File: config.mk
export PLATFORM = sky130hd
export DESIGN_NAME = sap1_controller_sequencer
export DESIGN_NICKNAME = d
export VERILOG_FILES = /design/src/rtl/sap1_pkg.sv /design/src/rtl/sap1_ring_counter.sv /design/src/rtl/sap1_controller_sequencer.sv
export SDC_FILE = /design/constraint.sdc
export NUM_CORES = 1
export LEC_CHECK = 0
export ABC_AREA = 0
export CAP_MARGIN = 10
export CORE_MARGIN = 2
export CORE_UTILIZATION = 29
export CTS_BUF_LIST = sky130_fd_sc_hd__clkbuf_8
export DETAILED_ROUTE_END_ITERATION = 6
export SYNTH_ARGS = -nofsm -noshare
export SYNTH_HDL_FRONTEND = slang
export SYNTH_HIERARCHICAL = 1
export SYNTH_SLANG_ARGS = --single-unit
File: constraint.sdc
create_clock -name clk -period 3.47 [get_ports clk]
set_clock_uncertainty 0.05 [all_clocks]
set_input_delay 1.041 -clock clk [delete_from_list [all_inputs] [get_ports clk]]
set_output_delay 1.041 -clock clk [all_outputs]
set_load 0.02 [all_outputs]
File: src/rtl/sap1_pkg.sv
// Shared SAP-1 controller constants: opcodes, control-word bit indices and
// the fixed strobe patterns emitted by the sequencer.
package sap1_pkg;

   typedef enum logic [3:0] {
      OP_LDA = 4'h0,
      OP_ADD = 4'h1,
      OP_SUB = 4'h2,
      OP_OUT = 4'hE,
      OP_HLT = 4'hF
   } opcode_e;

   localparam int unsigned CW_CP   = 11;
   localparam int unsigned CW_EP   = 10;
   localparam int unsigned CW_LM_N = 9;
   localparam int unsigned CW_CE_N = 8;
   localparam int unsigned CW_LI_N = 7;
   localparam int unsigned CW_EI_N = 6;
   localparam int unsigned CW_LA_N = 5;
   localparam int unsigned CW_EA   = 4;
   localparam int unsigned CW_SU   = 3;
   localparam int unsigned CW_EU   = 2;
   localparam int unsigned CW_LB_N = 1;
   localparam int unsigned CW_LO_N = 0;

   // All active-low strobes high, all active-high strobes low.
   localparam logic [11:0] CW_INACTIVE = 12'h3E3;

   localparam logic [11:0] CW_T1 = 12'h5E3;
   localparam logic [11:0] CW_T2 = 12'hBE3;
   localparam logic [11:0] CW_T3 = 12'h263;

   localparam logic [11:0] CW_T4_MEM = 12'h1A3;
   localparam logic [11:0] CW_T4_OUT = 12'h3F2;
   localparam logic [11:0] CW_T5_LDA = 12'h2C3;
   localparam logic [11:0] CW_T5_ALU = 12'h2E1;
   localparam logic [11:0] CW_T6_ADD = 12'h3C7;
   localparam logic [11:0] CW_T6_SUB = 12'h3CF;

endpackage

File: src/rtl/sap1_ring_counter.sv
// One-hot T-state ring for the SAP-1 sequencer; holds while en is low and
// falls back to T1 from any non-one-hot value.
module sap1_ring_counter #(
   parameter int unsigned T_N = 6
) (
   input  logic           clk,
   input  logic           clr,
   input  logic           en,
   output logic [T_N-1:0] t_state
);

   localparam logic [T_N-1:0] T_FIRST = {{(T_N-1){1'b0}}, 1'b1};

   always_ff @(posedge clk) begin
      if (clr) begin
         t_state <= T_FIRST;
      end else if (!$onehot(t_state)) begin
         t_state <= T_FIRST;
      end else if (en) begin
         t_state <= {t_state[T_N-2:0], t_state[T_N-1]};
      end
   end

endmodule

File: src/rtl/sap1_controller_sequencer.sv
// SAP-1 control unit: decodes the T-state and IR opcode into the 12-bit
// control word and latches the halt flag on HLT.
module sap1_controller_sequencer
   import sap1_pkg::*;
#(
   parameter int unsigned OPC_W = 4,
   parameter int unsigned CW_W  = 12,
   parameter int unsigned T_N   = 6
) (
   input  logic             clk,
   input  logic             clr,
   input  logic [OPC_W-1:0] opcode,
   output logic [CW_W-1:0]  con,
   output logic [T_N-1:0]   t_state,
   output logic             hlt
);

   localparam logic [5:0] ST_T1 = 6'b000001;
   localparam logic [5:0] ST_T2 = 6'b000010;
   localparam logic [5:0] ST_T3 = 6'b000100;
   localparam logic [5:0] ST_T4 = 6'b001000;
   localparam logic [5:0] ST_T5 = 6'b010000;
   localparam logic [5:0] ST_T6 = 6'b100000;

   logic        halt_set;
   logic        ring_en;
   logic [11:0] con_dec;

   assign halt_set = !clr && !hlt && (t_state == ST_T4) && (opcode == OP_HLT);
   // The HLT edge itself must not advance the ring, so T4 is held.
   assign ring_en  = !(hlt || halt_set);

   sap1_ring_counter #(
      .T_N(T_N)
   ) u_ring (
      .clk    (clk),
      .clr    (clr),
      .en     (ring_en),
      .t_state(t_state)
   );

   always_ff @(posedge clk) begin
      if (clr) begin
         hlt <= 1'b0;
      end else if (halt_set) begin
         hlt <= 1'b1;
      end
   end

   always_comb begin
      con_dec = CW_INACTIVE;
      case (t_state)
         ST_T1: con_dec = CW_T1;
         ST_T2: con_dec = CW_T2;
         ST_T3: con_dec = CW_T3;
         ST_T4: begin
            case (opcode)
               OP_LDA, OP_ADD, OP_SUB: con_dec = CW_T4_MEM;
               OP_OUT:                 con_dec = CW_T4_OUT;
               default:                con_dec = CW_INACTIVE;
            endcase
         end
         ST_T5: begin
            case (opcode)
               OP_LDA:         con_dec = CW_T5_LDA;
               OP_ADD, OP_SUB: con_dec = CW_T5_ALU;
               default:        con_dec = CW_INACTIVE;
            endcase
         end
         ST_T6: begin
            case (opcode)
               OP_ADD:  con_dec = CW_T6_ADD;
               OP_SUB:  con_dec = CW_T6_SUB;
               default: con_dec = CW_INACTIVE;
            endcase
         end
         default: con_dec = CW_INACTIVE;
      endcase
   end

   // clr gates the word immediately so an aborted instruction emits no strobe.
   assign con = (clr || hlt) ? CW_INACTIVE : con_dec;

endmodule
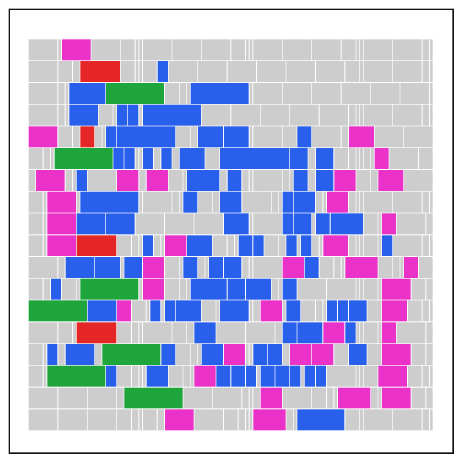
*Placed cells, one colour a class*
Drawn at 8 px/um. Fill, decap, tap and diode cells in grey.
| class | colour | cells |
|---|---|---|
| other buffers and delay cells | magenta | 38 |
| clock drivers and dummy loads | red | 4 |
| combinational and other logic | blue | 87 |
| flops | green | 7 |
Finished Core Util: 46.5%
Design Area, Final: 0.00115 mm2
core area: 0.00248 mm2
register fraction of the total cell area: 12.2%
Site Rows: 18

==> ci_impl_report.md <==
### Yosys + OpenROAD results

| Metric | Value |
|---|---|
| Global-route wire length before repair | `3.85 mm` |
| Area Growth Syn to Fin | `50.8%` |
| Flop2flop setup slack | `0.28 ns` |
| RSZ-0062 raised after global routing | `true` |
| DR WL/cell | `between 10 and 15 um` |
| Yosys top cell area share | `18.4%` |
| Total Power | `0.616 mW` |
| Ys flops | `7` |
| Antenna-violating nets left | `0` |
| Lkg Pwr | `0.575 nW` |
| Congestion Overflow GR | `0` |
| DRT Pass-1 Iters | `4` |
| R2r endpoint | `u_ring/t_state[0]` |
| Dominant combinational family | `simple AND/OR/NAND/NOR gates` |
| Max cap viols | `0` |
| Pwr Density | `535 mW/mm2` |
| AO/OA Area Share | `16.2%` |
| Worst R2R Path Depth | `8` |
| FFs w/ async S/R, synth | `0%` |
| Area reported by Yosys stat | `763 um2` |
| Top reg by flops | `u_ring/t_state` |
| Mapped Avg Cell Area | `7.71 um2` |
| Worst Path Max Fanout | `2` |
| Setup crit end kind | `primary output` |
| Largest net degree at the start of global routing | `13` |
| Hold Path End | `hlt` |
| Outcome | `finished clean` |
| Final Hold Fails | `0` |
| Worst-path clk slew | `0.04 ns` |
| Slew HR | `52.6%` |
| Post-route DRC | `0` |
| Latency at later pin | `0.23 ns` |
| Mapped Area | `763 um2` |
| Port bufs | `24` |
| Ys Warns | `6` |
| Synth mux share | `6.56%` |
| Vias in the first global route | `818` |
| Yosys adder share | `9.51%` |
| Fmax | `290 MHz` |
| Layout cells sized above 1 | `26.5%` |
| Crit path DRT | `2.38 ns` |
| Pre-Place Util | `30.8%` |
| DPL Wire Length | `around 1.7 mm` |
| Total GRT Usage | `15.3%` |
| Worst r2r src | `u_ring/t_state[0]` |
| Number of flip-flops in the largest register | `6` |
| Worst Setup Start Kind | `primary input` |
| Cell with the most instances after synthesis | `nor2_1` |
| Gpl congestion | `0.842` |
| Setup-failing EPs final | `0` |
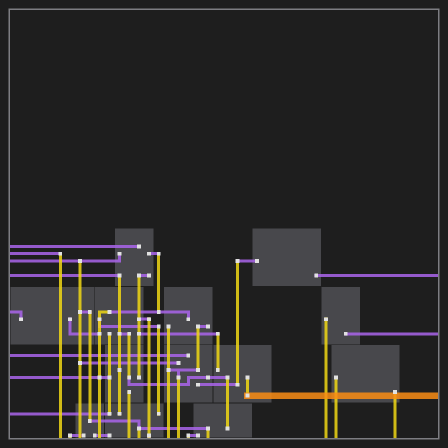
*Close-up of the layout*
Region (31, 31) to (51, 51) um. Cells in grey, sequential cells in the stronger grey; small squares are vias.
| layer | colour |
|---|---|
| metal 3 | orange |
| metal 1 | purple |
| metal 2 | yellow |
most frequent: nand4_1 (2), dlygate4sd2_1 (2), buf_4 (2)
cells with their middle in the window: 12
sequential cells in the window: 0

[critical path: stages]
cell and delay, ns:
clkdlybuf4s50_1 0.44, nand2b_1 0.19, or4_4 0.48, inv_1 0.06
buf_2 0.15
[repair_timing]
item | in CTS | in global routing
setup endpoints to repair | 12 | 6
pin swaps | 4 | 7
gates resized | 37 | 9
hold buffers | 0 | 0
buffers inserted | 0 | 1
[layer usage]
metal | wire (um) | vias to the layer above | global-route usage, % | part of all wire (%)
li1 | - | 425 | - | -
met1 | 1010 | 389 | 18.9 | 45
met2 | 1070 | 26 | 25.7 | 48
met3 | 145 | 4 | 2.81 | 6.4
met4 | 25 | 0 | 6.62 | 1.1
met5 | 0 | - | 0 | 0
[placed cells by master (no fill, tap or decap), drive strengths merged, types with 4 or more instances in the layout]
cell	instances
nand2	5
a21oi	6
clkdlybuf4s50	11
dfxtp	7
o21ai	7
clkbuf	5
inv	11
nand3	5
buf	20
dlygate4sd2	4
nor2	14
mux2i	5
[through the flow]
stage / std cells / setup TNS, ns / hold slack (ns) / instance area, um2 / utilization, %
after detailed placement: 161 / -4.88 / 0.481 / 1110 / 44.9
after global placement: 161 / -4.65 / 0.478 / 1110 / 44.9
after global routing: 166 / -0.0502 / 0.547 / 1150 / 46.5
final: 166 / 0 / 0.490 / 1150 / 46.5
after CTS: 165 / 0 / 0.499 / 1130 / 45.8
after floorplan: 99 / 0 / 0.564 / 763 / -
[final cells by class]
cell class              count  area, um2
clock buffers               3       41.3
clock inverters             1       5.00
fillers                   284       1330
inverters                  11       41.3
multi-input cells          76        569
flip-flops and latches      7        140
well taps                  30       37.5
repair buffers             38        317
[where the power goes]
group | internal, mW | switching, mW
clock network | 0.0779 | 0.0380
logic | 0.164 | 0.228
registers | 0.0944 | 0.0136
total | 0.336 | 0.279
Power figures rest on the tool's default switching activity, not on a simulated workload.
